### config.mk
export PLATFORM = sky130hd
export DESIGN_NAME = m2s_req_arbiter_flat
export DESIGN_NICKNAME = d
export VERILOG_FILES = /design/src/rtl/m2s_pkg.sv /design/src/rtl/m2s_req_arbiter_if.sv /design/src/rtl/m2s_rr_arbiter.sv /design/src/rtl/m2s_req_arbiter.sv /design/src/flat_wrapper.sv
export SDC_FILE = /design/constraint.sdc
export NUM_CORES = 1
export LEC_CHECK = 0
export ABC_AREA = 1
export CORE_ASPECT_RATIO = 1.75
export CORE_MARGIN = 2
export CORE_UTILIZATION = 45
export CTS_CLUSTER_DIAMETER = 80
export CTS_CLUSTER_SIZE = 28
export DETAILED_ROUTE_END_ITERATION = 10
export PLACE_DENSITY = 0.75
export SLEW_MARGIN = 20
export SYNTH_ARGS = -nofsm -noshare
export SYNTH_HDL_FRONTEND = slang
export SYNTH_SLANG_ARGS = --single-unit
### constraint.sdc
create_clock -name clk -period 7.45 [get_ports clk]
set_clock_uncertainty 0.15 [all_clocks]
set_input_delay 0.745 -clock clk [delete_from_list [all_inputs] [get_ports clk]]
set_output_delay 0.745 -clock clk [all_outputs]
set_load 0.01 [all_outputs]
### src/rtl/m2s_pkg.sv
// Shared constants and types for the m2s request arbiter.
// Holds the 64-bit request field bounds, the identification width and the
// drain state encoding used by m2s_req_arbiter.
package m2s_pkg;

   localparam int unsigned REQ_W   = 64;
   localparam int unsigned RW_BIT  = 63;
   localparam int unsigned ADDR_HI = 62;
   localparam int unsigned ADDR_LO = 32;
   localparam int unsigned DATA_HI = 31;
   localparam int unsigned ID_W    = 10;
   localparam int unsigned CNT_W   = 5;

   typedef enum logic [1:0] {
      RUN     = 2'd0,
      DRAIN   = 2'd1,
      DRAINED = 2'd2
   } state_t;

   // One request as seen on the VPI port: {rw_flag, address, data}.
   typedef struct packed {
      logic                       rw;
      logic [ADDR_HI-ADDR_LO:0]   addr;
      logic [DATA_HI:0]           data;
   } m2s_req_t;

endpackage

### src/rtl/m2s_req_arbiter_if.sv
// Bus bundle between the core-side requesters / VPI port and the arbiter.
// slave  : the arbiter's view (takes requests and responses, drives grants,
//          issued accesses, completions and status).
// master : the environment's view (the mirror image).
interface m2s_req_arbiter_if
   import m2s_pkg::*;
#(
   parameter int unsigned NUM_REQ = 4,
   parameter int unsigned ID_W    = 10
);

   logic [NUM_REQ-1:0]       req_valid;
   logic [NUM_REQ*REQ_W-1:0] req_data;
   logic [NUM_REQ-1:0]       req_ready;
   logic                     mem_busy;
   logic                     access_en;
   logic [REQ_W-1:0]         request_out;
   logic [ID_W-1:0]          identification_out;
   logic                     resp_valid;
   logic [ID_W-1:0]          resp_id;
   logic [DATA_HI:0]         resp_data;
   logic [NUM_REQ-1:0]       cmp_valid;
   logic [DATA_HI:0]         cmp_data;
   logic [CNT_W-1:0]         outstanding;
   logic                     drain_req;
   logic                     drained;
   logic                     orphan_resp;

   modport slave (
      input  req_valid, req_data, mem_busy, resp_valid, resp_id, resp_data, drain_req,
      output req_ready, access_en, request_out, identification_out,
             cmp_valid, cmp_data, outstanding, drained, orphan_resp
   );

   modport master (
      output req_valid, req_data, mem_busy, resp_valid, resp_id, resp_data, drain_req,
      input  req_ready, access_en, request_out, identification_out,
             cmp_valid, cmp_data, outstanding, drained, orphan_resp
   );

endinterface

### src/rtl/m2s_rr_arbiter.sv
// Round-robin arbiter with a rotating start pointer.
// Ports: clk, reset (async, active-high); en gates any grant; req is the
// per-requester valid vector; grant_c is the one-hot winner and grant_idx_c
// its index (both combinational). The pointer moves past the winner on grant.
module m2s_rr_arbiter #(
   parameter int unsigned NUM_REQ = 4
) (
   input  logic                       clk,
   input  logic                       reset,
   input  logic                       en,
   input  logic [NUM_REQ-1:0]         req,
   output logic [NUM_REQ-1:0]         grant_c,
   output logic [$clog2(NUM_REQ)-1:0] grant_idx_c
);

   localparam int unsigned PTR_W = $clog2(NUM_REQ);

   logic [PTR_W-1:0] ptr_q;
   logic [PTR_W-1:0] idx_c;
   logic             found_c;

   // First requesting index at or above the pointer, wrapping modulo NUM_REQ.
   always_comb begin
      grant_c     = '0;
      grant_idx_c = '0;
      found_c     = 1'b0;
      idx_c       = '0;
      for (int k = 0; k < int'(NUM_REQ); k++) begin
         idx_c = PTR_W'((int'(ptr_q) + k) % int'(NUM_REQ));
         if (en && !found_c && req[idx_c]) begin
            found_c        = 1'b1;
            grant_c[idx_c] = 1'b1;
            grant_idx_c    = idx_c;
         end
      end
   end

   // Next search starts just past the last winner.
   always_ff @(posedge clk or posedge reset) begin
      if (reset) begin
         ptr_q <= '0;
      end else if (found_c) begin
         ptr_q <= (grant_idx_c == PTR_W'(NUM_REQ - 1)) ? '0 : grant_idx_c + PTR_W'(1);
      end
   end

endmodule

### src/rtl/m2s_req_arbiter.sv
// Shares the single VPI memory-access port among NUM_REQ requesters.
// Ports: clk, reset (async, active-high) and bus (slave modport) carrying
// requests/grants, the issued access (access_en, request_out,
// identification_out), VPI responses, per-requester completions, the
// outstanding count, the drain handshake and the orphan-response pulse.
// Each issued access gets an id from a wrapping counter and is remembered in
// a DEPTH-entry tag table so its completion can be routed back.
module m2s_req_arbiter #(
   parameter int unsigned NUM_REQ = 4,
   parameter int unsigned DEPTH   = 8,
   parameter int unsigned ID_W    = 10
) (
   input  logic               clk,
   input  logic               reset,
   m2s_req_arbiter_if.slave   bus
);

   import m2s_pkg::*;

   localparam int unsigned PTR_W  = $clog2(NUM_REQ);
   localparam int unsigned SLOT_W = (DEPTH > 1) ? $clog2(DEPTH) : 1;

   state_t state_q, state_d;
   logic   run_c, drained_c;

   logic [DEPTH-1:0]   vld_q;
   logic [ID_W-1:0]    tag_id_q  [DEPTH];
   logic [PTR_W-1:0]   tag_req_q [DEPTH];
   logic [ID_W-1:0]    id_cnt_q;

   logic               access_en_q;
   m2s_req_t           request_q;
   logic [ID_W-1:0]    ident_q;
   logic [NUM_REQ-1:0] cmp_valid_q;
   logic [DATA_HI:0]   cmp_data_q;
   logic               orphan_q;
   logic [CNT_W-1:0]   outstanding_q;

   logic               free_hit_c, id_busy_c, hit_c, grant_en_c, fire_c;
   logic [SLOT_W-1:0]  free_idx_c, hit_idx_c;
   logic [NUM_REQ-1:0] grant_c;
   logic [PTR_W-1:0]   grant_idx_c;
   logic [REQ_W-1:0]   req_arr_c [NUM_REQ];
   logic [REQ_W-1:0]   win_req_c;

   // Drain FSM: state register.
   always_ff @(posedge clk or posedge reset) begin
      if (reset) state_q <= RUN;
      else       state_q <= state_d;
   end

   // Drain FSM: next state. DRAINED needs an empty table and no response in flight.
   always_comb begin
      state_d = state_q;
      case (state_q)
         RUN:     if (bus.drain_req) state_d = DRAIN;
         DRAIN:   if (!bus.drain_req)                               state_d = RUN;
                  else if (outstanding_q == '0 && !bus.resp_valid)  state_d = DRAINED;
         DRAINED: if (!bus.drain_req) state_d = RUN;
         default: state_d = RUN;
      endcase
   end

   // Drain FSM: state decodes.
   always_comb begin
      run_c     = (state_q == RUN);
      drained_c = (state_q == DRAINED);
   end

   // Table lookups use occupancy from the start of the cycle.
   always_comb begin
      free_hit_c = 1'b0;
      free_idx_c = '0;
      id_busy_c  = 1'b0;
      hit_c      = 1'b0;
      hit_idx_c  = '0;
      for (int i = 0; i < int'(DEPTH); i++) begin
         if (!vld_q[i] && !free_hit_c) begin
            free_hit_c = 1'b1;
            free_idx_c = SLOT_W'(i);
         end
         if (vld_q[i] && tag_id_q[i] == id_cnt_q) id_busy_c = 1'b1;
         if (bus.resp_valid && vld_q[i] && tag_id_q[i] == bus.resp_id && !hit_c) begin
            hit_c     = 1'b1;
            hit_idx_c = SLOT_W'(i);
         end
      end
   end

   // Unpacked view of the request slices for winner selection.
   always_comb begin
      for (int i = 0; i < int'(NUM_REQ); i++) req_arr_c[i] = bus.req_data[i*REQ_W +: REQ_W];
   end

   // Reset is folded in so req_ready is already low while reset is held.
   assign grant_en_c = run_c && !reset && !bus.mem_busy && free_hit_c && !id_busy_c;
   assign fire_c     = |grant_c;
   assign win_req_c  = req_arr_c[grant_idx_c];

   m2s_rr_arbiter #(.NUM_REQ(NUM_REQ)) u_arb (
      .clk         (clk),
      .reset       (reset),
      .en          (grant_en_c),
      .req         (bus.req_valid),
      .grant_c     (grant_c),
      .grant_idx_c (grant_idx_c)
   );

   // Issue, tag-table allocation/release and completion routing.
   always_ff @(posedge clk or posedge reset) begin
      if (reset) begin
         vld_q <= '0;
         for (int i = 0; i < int'(DEPTH); i++) begin
            tag_id_q[i]  <= '0;
            tag_req_q[i] <= '0;
         end
         id_cnt_q      <= '0;
         access_en_q   <= 1'b0;
         request_q     <= '0;
         ident_q       <= '0;
         cmp_valid_q   <= '0;
         cmp_data_q    <= '0;
         orphan_q      <= 1'b0;
         outstanding_q <= '0;
      end else begin
         access_en_q <= fire_c;
         cmp_valid_q <= '0;
         orphan_q    <= bus.resp_valid && !hit_c;
         if (fire_c) begin
            request_q <= '{rw:   win_req_c[RW_BIT],
                           addr: win_req_c[ADDR_HI:ADDR_LO],
                           data: win_req_c[DATA_HI:0]};
            ident_q               <= id_cnt_q;
            id_cnt_q              <= id_cnt_q + ID_W'(1);
            vld_q[free_idx_c]     <= 1'b1;
            tag_id_q[free_idx_c]  <= id_cnt_q;
            tag_req_q[free_idx_c] <= grant_idx_c;
         end
         // The freed slot was valid, the allocated one free: never the same entry.
         if (hit_c) begin
            vld_q[hit_idx_c] <= 1'b0;
            cmp_valid_q      <= NUM_REQ'(1) << tag_req_q[hit_idx_c];
            cmp_data_q       <= bus.resp_data;
         end
         outstanding_q <= outstanding_q + CNT_W'(fire_c) - CNT_W'(hit_c);
      end
   end

   assign bus.req_ready          = grant_c;
   assign bus.access_en          = access_en_q;
   assign bus.request_out        = request_q;
   assign bus.identification_out = ident_q;
   assign bus.cmp_valid          = cmp_valid_q;
   assign bus.cmp_data           = cmp_data_q;
   assign bus.outstanding        = outstanding_q;
   assign bus.drained            = drained_c;
   assign bus.orphan_resp        = orphan_q;

endmodule

### src/flat_wrapper.sv
// flat-port wrapper written by rule: the top's interface ports become plain ports
module m2s_req_arbiter_flat import m2s_pkg::*;
#(
   parameter int unsigned NUM_REQ = 4,
   parameter int unsigned DEPTH   = 8,
   parameter int unsigned ID_W    = 10
)
  (clk, reset, bus_req_valid, bus_req_data, bus_mem_busy, bus_resp_valid, bus_resp_id, bus_resp_data, bus_drain_req, bus_req_ready, bus_access_en, bus_request_out, bus_identification_out, bus_cmp_valid, bus_cmp_data, bus_outstanding, bus_drained, bus_orphan_resp);
  m2s_req_arbiter_if #(.NUM_REQ(NUM_REQ), .ID_W(ID_W)) bus_i ();
  input  logic clk;
  input  logic reset;
  input wire logic [$bits(bus_i.req_valid)-1:0] bus_req_valid;
  input wire logic [$bits(bus_i.req_data)-1:0] bus_req_data;
  input wire logic [$bits(bus_i.mem_busy)-1:0] bus_mem_busy;
  input wire logic [$bits(bus_i.resp_valid)-1:0] bus_resp_valid;
  input wire logic [$bits(bus_i.resp_id)-1:0] bus_resp_id;
  input wire logic [$bits(bus_i.resp_data)-1:0] bus_resp_data;
  input wire logic [$bits(bus_i.drain_req)-1:0] bus_drain_req;
  output wire logic [$bits(bus_i.req_ready)-1:0] bus_req_ready;
  output wire logic [$bits(bus_i.access_en)-1:0] bus_access_en;
  output wire logic [$bits(bus_i.request_out)-1:0] bus_request_out;
  output wire logic [$bits(bus_i.identification_out)-1:0] bus_identification_out;
  output wire logic [$bits(bus_i.cmp_valid)-1:0] bus_cmp_valid;
  output wire logic [$bits(bus_i.cmp_data)-1:0] bus_cmp_data;
  output wire logic [$bits(bus_i.outstanding)-1:0] bus_outstanding;
  output wire logic [$bits(bus_i.drained)-1:0] bus_drained;
  output wire logic [$bits(bus_i.orphan_resp)-1:0] bus_orphan_resp;
  assign bus_i.req_valid = bus_req_valid;
  assign bus_i.req_data = bus_req_data;
  assign bus_i.mem_busy = bus_mem_busy;
  assign bus_i.resp_valid = bus_resp_valid;
  assign bus_i.resp_id = bus_resp_id;
  assign bus_i.resp_data = bus_resp_data;
  assign bus_i.drain_req = bus_drain_req;
  assign bus_req_ready = bus_i.req_ready;
  assign bus_access_en = bus_i.access_en;
  assign bus_request_out = bus_i.request_out;
  assign bus_identification_out = bus_i.identification_out;
  assign bus_cmp_valid = bus_i.cmp_valid;
  assign bus_cmp_data = bus_i.cmp_data;
  assign bus_outstanding = bus_i.outstanding;
  assign bus_drained = bus_i.drained;
  assign bus_orphan_resp = bus_i.orphan_resp;
  m2s_req_arbiter #(.NUM_REQ(NUM_REQ), .DEPTH(DEPTH), .ID_W(ID_W)) u_core (.clk(clk), .reset(reset), .bus(bus_i));
endmodule
run_1/congestion_map.png
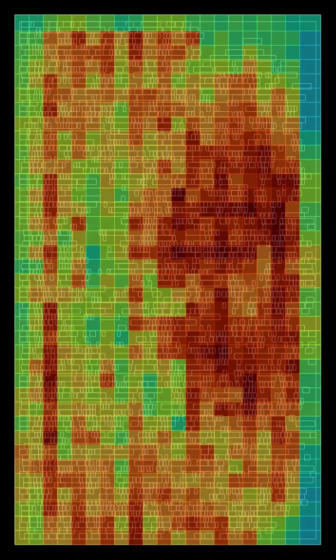
Top Usage Layer GRT: met2
post-route core utilization: 0.585
M2 GR Usage: 0.617
global routing met1 resource utilization: 0.387

run_1/ff_map.png
Scale: 2 px per um.
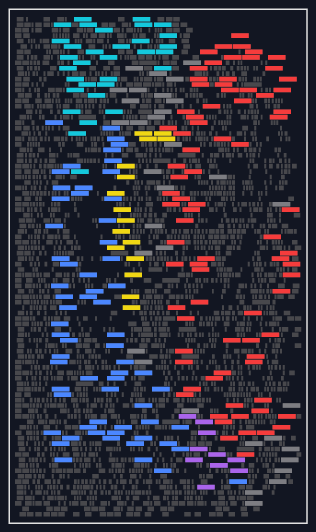
legend:
  u_core.bus.identification_out:
    colour: purple
    flops: 10
  u_core.tag_req_q:
    colour: yellow
    flops: 16
  u_core.bus.request_out:
    colour: blue
    flops: 64
  u_core.tag_id_q:
    colour: red
    flops: 80
  u_core.bus.cmp_data:
    colour: cyan
    flops: 32
fraction of standard cell area that is sequential: 0.280
area taken by flip-flops and latches: 5880 um^2
sequential group power: 2.27 mW

run_1/m2.png
Scale: 1.5 px per um. Cells faint in the background.
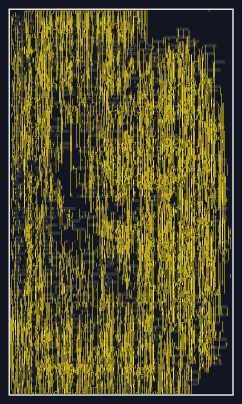
nets with wire on the layer: 2423
share of all routed wire: 51%
wire length on this layer: 33.8 mm
main direction: vertical
longest straight run: 90.4 um

run_1/closeup.png
Region (54, 159) to (94, 199) um. Cells in grey, sequential cells in the stronger grey; small squares are vias.
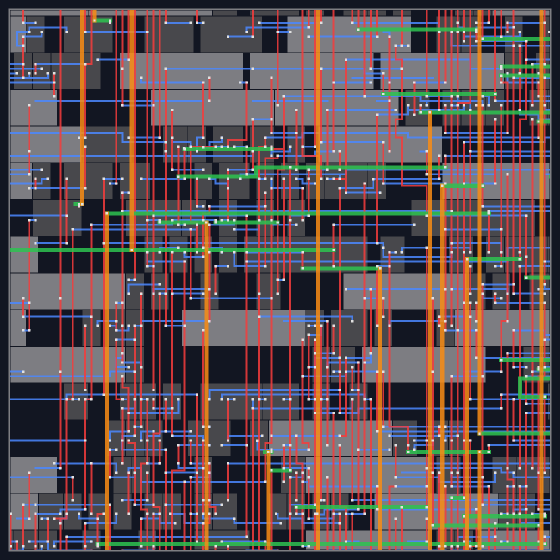
legend:
  M2:
    colour: red
  M3:
    colour: green
  M1:
    colour: blue
  M4:
    colour: orange
most frequent: nand2_1 (58), dfrtp_1 (20), nand3_1 (17)
sequential cells in the window: 20
netlist names of flops here include: u_core.tag_id_q (10), u_core.tag_req_q (6), u_core.vld_q (3)
cells with their middle in the window: 130

==> job_summary.md, run 1 <==
## Synthesis and layout report

| Metric | Value |
|---|---|
| Final critical path time including I/O delays and setup | `approximately 5200 ps` |
| Worst Hold Margin | `335 ps` |
| Hold-fix buffers at CTS | `0` |
| Run status | `complete, no violations` |
| Die Span Y | `256 um` |
| Antenna Violating Nets Remaining | `0` |
| Number of top-level pins | `~430` |
| # Taps | `between 400 and 500` |
| Number of DRC markers after the initial detailed-route iteration | `around 1400` |
| Total negative slack for setup checks | `0 ps` |
| Post-cts repair resize count | `0` |
| Pin count of the biggest net entering global routing | `~120` |
| Total setup violations reported at the end of the flow | `0` |
| Setup repair after global routing missed its margin | `no` |
| Share of total power in sequential cells | `0.285` |
| Number of buffers inserted by post-CTS setup repair | `0` |
| Worst setup startpoint | `u_core.id_cnt_q[1]` |
| Data-path buffer share of cell area in the final layout | `0.213` |
| Via count of the first global-routing pass | `17800` |
| Async set-or-reset flop fraction in the synthesized netlist | `1.00` |
| First-pass GRT wire length | `about 100000 um` |
| Comb area | `8210 um^2` |
| Total buffers and inverters traversed by the critical path | `3` |
| Clock input transition at the sequential cells of the worst setup and hold paths | `between 100 and 150 ps` |
| Psw | `4.14 mW` |
| Non-filler instance count after layout | `~3400` |
| Clock network area share | `0.0166` |
| Multi-Input Combinational | `1805` |
| Path depth of the worst reg2reg path | `16` |
| Root cell of the clock tree | `clkbuf_16` |
| CLK BUF | `14` |
| Count of inverters not on the clock network in the layout | `about 390` |
| Mean post-synth cell area | `approximately 6.3 um^2` |
| Slew at the pin closest to its max-slew limit | `approximately 1000 ps` |
| Count of max-cap constraint violations | `0` |
| XOR/XNOR Fraction of Synth Area | `0.0316` |
| R2R Setup Slk | `2230 ps` |
| Number of non-clock buffers in the layout | `around 450` |
| End of the worst register-to-register path | `u_core.bus.identification_out[8]` |
| Aggregate global routing overflow | `0` |
| Total wire length after detailed routing | `between 60000 and 70000 um` |
| Top cell family by delay on the critical path | `simple AND/OR/NAND/NOR gates` |
| Adder share | `0.0112` |
| Yosys warning count | `0` |
| Worst endpoint required time | `approximately 7700 ps` |
| Crit-path max cell delay | `between 900 and 1000 ps` |
| Worst reg2reg startpoint | `u_core.id_cnt_q[1]` |
==> run 2: changes to the inputs <==
--- a/config.mk
+++ b/config.mk
@@ -8,11 +8,11 @@
 export ABC_AREA = 1
 export CORE_ASPECT_RATIO = 1.75
 export CORE_MARGIN = 2
-export CORE_UTILIZATION = 45
+export CORE_UTILIZATION = 50
 export CTS_CLUSTER_DIAMETER = 80
 export CTS_CLUSTER_SIZE = 28
 export DETAILED_ROUTE_END_ITERATION = 10
-export PLACE_DENSITY = 0.75
+export PLACE_DENSITY = 0.79
 export SLEW_MARGIN = 20
 export SYNTH_ARGS = -nofsm -noshare
 export SYNTH_HDL_FRONTEND = slang
==> constraint.sdc (replaced) <==
create_clock -name clk -period 5.2 [get_ports clk]
set_clock_uncertainty 0.15 [all_clocks]
set_input_delay 0.52 -clock clk [delete_from_list [all_inputs] [get_ports clk]]
set_output_delay 0.52 -clock clk [all_outputs]
set_load 0.01 [all_outputs]
run_2/congestion_map.png
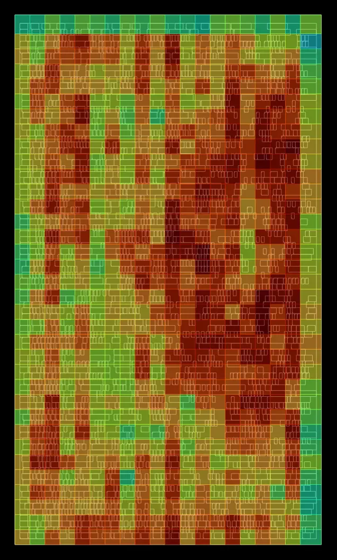
global routing met1 resource utilization: 0.433
post-route core utilization: 0.659
wire length per cell after detailed routing: 19.7 um
M2 GR Usage: 0.659

==> job_summary.md, run 2 <==
## Synthesis and layout report

| Metric | Value |
|---|---|
| Antenna Violating Nets Remaining | `0` |
| Hold-fix buffers at CTS | `0` |
| Adder share | `0.0112` |
| Fraction of standard cell area that is sequential | `0.277` |
| Number of non-clock buffers in the layout | `480` |
| Number of buffers inserted by post-CTS setup repair | `0` |
| Total buffers and inverters traversed by the critical path | `3` |
| Non-filler instance count after layout | `roughly 3300` |
| Root cell of the clock tree | `clkbuf_16` |
| Count of max-cap constraint violations | `0` |
| Number of top-level pins | `429` |
| Number of DRC markers after the initial detailed-route iteration | `between 1500 and 2000` |
| Worst reg2reg startpoint | `u_core.id_cnt_q[1]` |
| Worst endpoint required time | `around 4500 ps` |
| Total negative slack for setup checks | `0 ps` |
| XOR/XNOR Fraction of Synth Area | `0.0316` |
| Data-path buffer share of cell area in the final layout | `0.226` |
| Clock input transition at the sequential cells of the worst setup and hold paths | `around 110 ps` |
| Clock network area share | `0.0164` |
| Setup repair after global routing missed its margin | `no` |
| Top cell family by delay on the critical path | `simple AND/OR/NAND/NOR gates` |
| Top Usage Layer GRT | `met2` |
| Count of inverters not on the clock network in the layout | `slightly below 400` |
| Worst Hold Margin | `between 300 and 400 ps` |
| Psw | `5.98 mW` |
| Sequential group power | `between 3 and 4 mW` |
| End of the worst register-to-register path | `u_core.id_cnt_q[4]` |
| R2R Setup Slk | `roughly 900 ps` |
| Path depth of the worst reg2reg path | `19` |
| Mean post-synth cell area | `~6.3 um^2` |
| Cell breakdown of the critical path | `buf_4 -> inv_2 -> nand2_1 -> nand4_1 -> nor2_1 -> nand3_1 -> nand2_1 -> nor2_1 -> nand4_1 -> nor2_1 -> nor2_1 -> nand3_1 -> clkdlybuf4s50_1` |
| Multi-Input Combinational | `approximately 1800` |
| Total setup violations reported at the end of the flow | `0` |
| Number of detailed-routing iterations run before antenna repair | `6` |
| Comb area | `8210 um^2` |
| Post-cts repair resize count | `0` |
| Run status | `complete, no violations` |
| Yosys warning count | `0` |
| Crit-path max cell delay | `just under 700 ps` |
| Pin count of the biggest net entering global routing | `about 130` |
| # Taps | `400` |
| CLK BUF | `13` |
| Via count of the first global-routing pass | `about 18000` |
| Final critical path time including I/O delays and setup | `about 4400 ps` |
| Aggregate global routing overflow | `0` |
| First-pass GRT wire length | `approximately 100000 um` |
run_2/ff_map.png
Scale: 2 px per um.
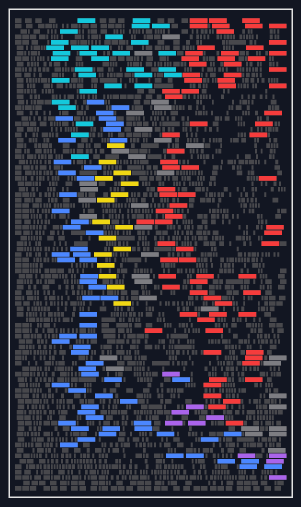

==> run 3: changes to the inputs <==
--- a/config.mk
+++ b/config.mk
@@ -8,11 +8,11 @@
 export ABC_AREA = 1
 export CORE_ASPECT_RATIO = 1.75
 export CORE_MARGIN = 2
-export CORE_UTILIZATION = 50
+export CORE_UTILIZATION = 45
 export CTS_CLUSTER_DIAMETER = 80
 export CTS_CLUSTER_SIZE = 28
 export DETAILED_ROUTE_END_ITERATION = 10
-export PLACE_DENSITY = 0.79
+export PLACE_DENSITY = 0.75
 export SLEW_MARGIN = 20
 export SYNTH_ARGS = -nofsm -noshare
 export SYNTH_HDL_FRONTEND = slang
==> constraint.sdc (replaced) <==
create_clock -name clk -period 3.8 [get_ports clk]
set_clock_uncertainty 0.15 [all_clocks]
set_input_delay 0.38 -clock clk [delete_from_list [all_inputs] [get_ports clk]]
set_output_delay 0.38 -clock clk [all_outputs]
set_load 0.01 [all_outputs]
run_3/ff_map.png
Scale: 2 px per um.
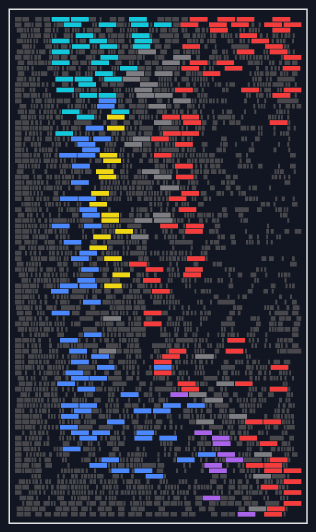
legend:
  u_core.bus.request_out:
    colour: blue
    flops: 64
  u_core.tag_req_q:
    colour: yellow
    flops: 16
  u_core.tag_id_q:
    colour: red
    flops: 80
  u_core.bus.identification_out:
    colour: purple
    flops: 10
  u_core.bus.cmp_data:
    colour: cyan
    flops: 32
not coloured: 33
area taken by flip-flops and latches: 5890 um^2
sequential group power: 4.31 mW

==> job_summary.md, run 3 <==
## Synthesis and layout report

| Metric | Value |
|---|---|
| Total buffers and inverters traversed by the critical path | `3` |
| Count of max-cap constraint violations | `0` |
| XOR/XNOR Fraction of Synth Area | `0.0316` |
| Data-path buffer share of cell area in the final layout | `0.265` |
| Global routing met1 resource utilization | `0.387` |
| End of the worst register-to-register path | `u_core.bus.outstanding[4]` |
| Mean post-synth cell area | `6.34 um^2` |
| Setup repair after global routing missed its margin | `yes` |
| Top cell family by delay on the critical path | `simple AND/OR/NAND/NOR gates` |
| Count of inverters not on the clock network in the layout | `roughly 390` |
| Number of top-level pins | `~430` |
| Slew at the pin closest to its max-slew limit | `~660 ps` |
| Root cell of the clock tree | `clkbuf_16` |
| Top Usage Layer GRT | `met2` |
| Number of buffers inserted by post-CTS setup repair | `1` |
| Via count of the first global-routing pass | `18800` |
| Worst endpoint required time | `4060 ps` |
| Adder share | `0.0112` |
| First-pass GRT wire length | `~110000 um` |
| Worst reg2reg startpoint | `u_core.id_cnt_q[2]` |
| Die Span Y | `around 260 um` |
| Total setup violations reported at the end of the flow | `0` |
| Total wire length after detailed routing | `approximately 69000 um` |
| Total negative slack for setup checks | `0 ps` |
| Number of DRC markers after the initial detailed-route iteration | `~1400` |
| Comb area | `8280 um^2` |
| R2R Setup Slk | `between 200 and 250 ps` |
| Share of total power in sequential cells | `0.253` |
| Yosys warning count | `0` |
| Clock input transition at the sequential cells of the worst setup and hold paths | `120 ps` |
| Clock network area share | `0.0171` |
| Number of non-clock buffers in the layout | `602` |
| Fraction of standard cell area that is sequential | `0.260` |
| Async set-or-reset flop fraction in the synthesized netlist | `1.00` |
| Crit-path max cell delay | `around 440 ps` |
| # Taps | `about 470` |
| Number of detailed-routing iterations run before antenna repair | `6` |
| Path depth of the worst reg2reg path | `20` |
| Run status | `complete, no violations` |
| Non-filler instance count after layout | `approximately 3500` |
| M2 GR Usage | `0.663` |
| Multi-Input Combinational | `between 1500 and 2000` |
| Worst setup startpoint | `u_core.id_cnt_q[2]` |
| Final critical path time including I/O delays and setup | `3600 ps` |
| Psw | `~8.5 mW` |
| Wire length per cell after detailed routing | `between 15 and 20 um` |
No activity file was given, so power comes from the tool's default toggle rates.
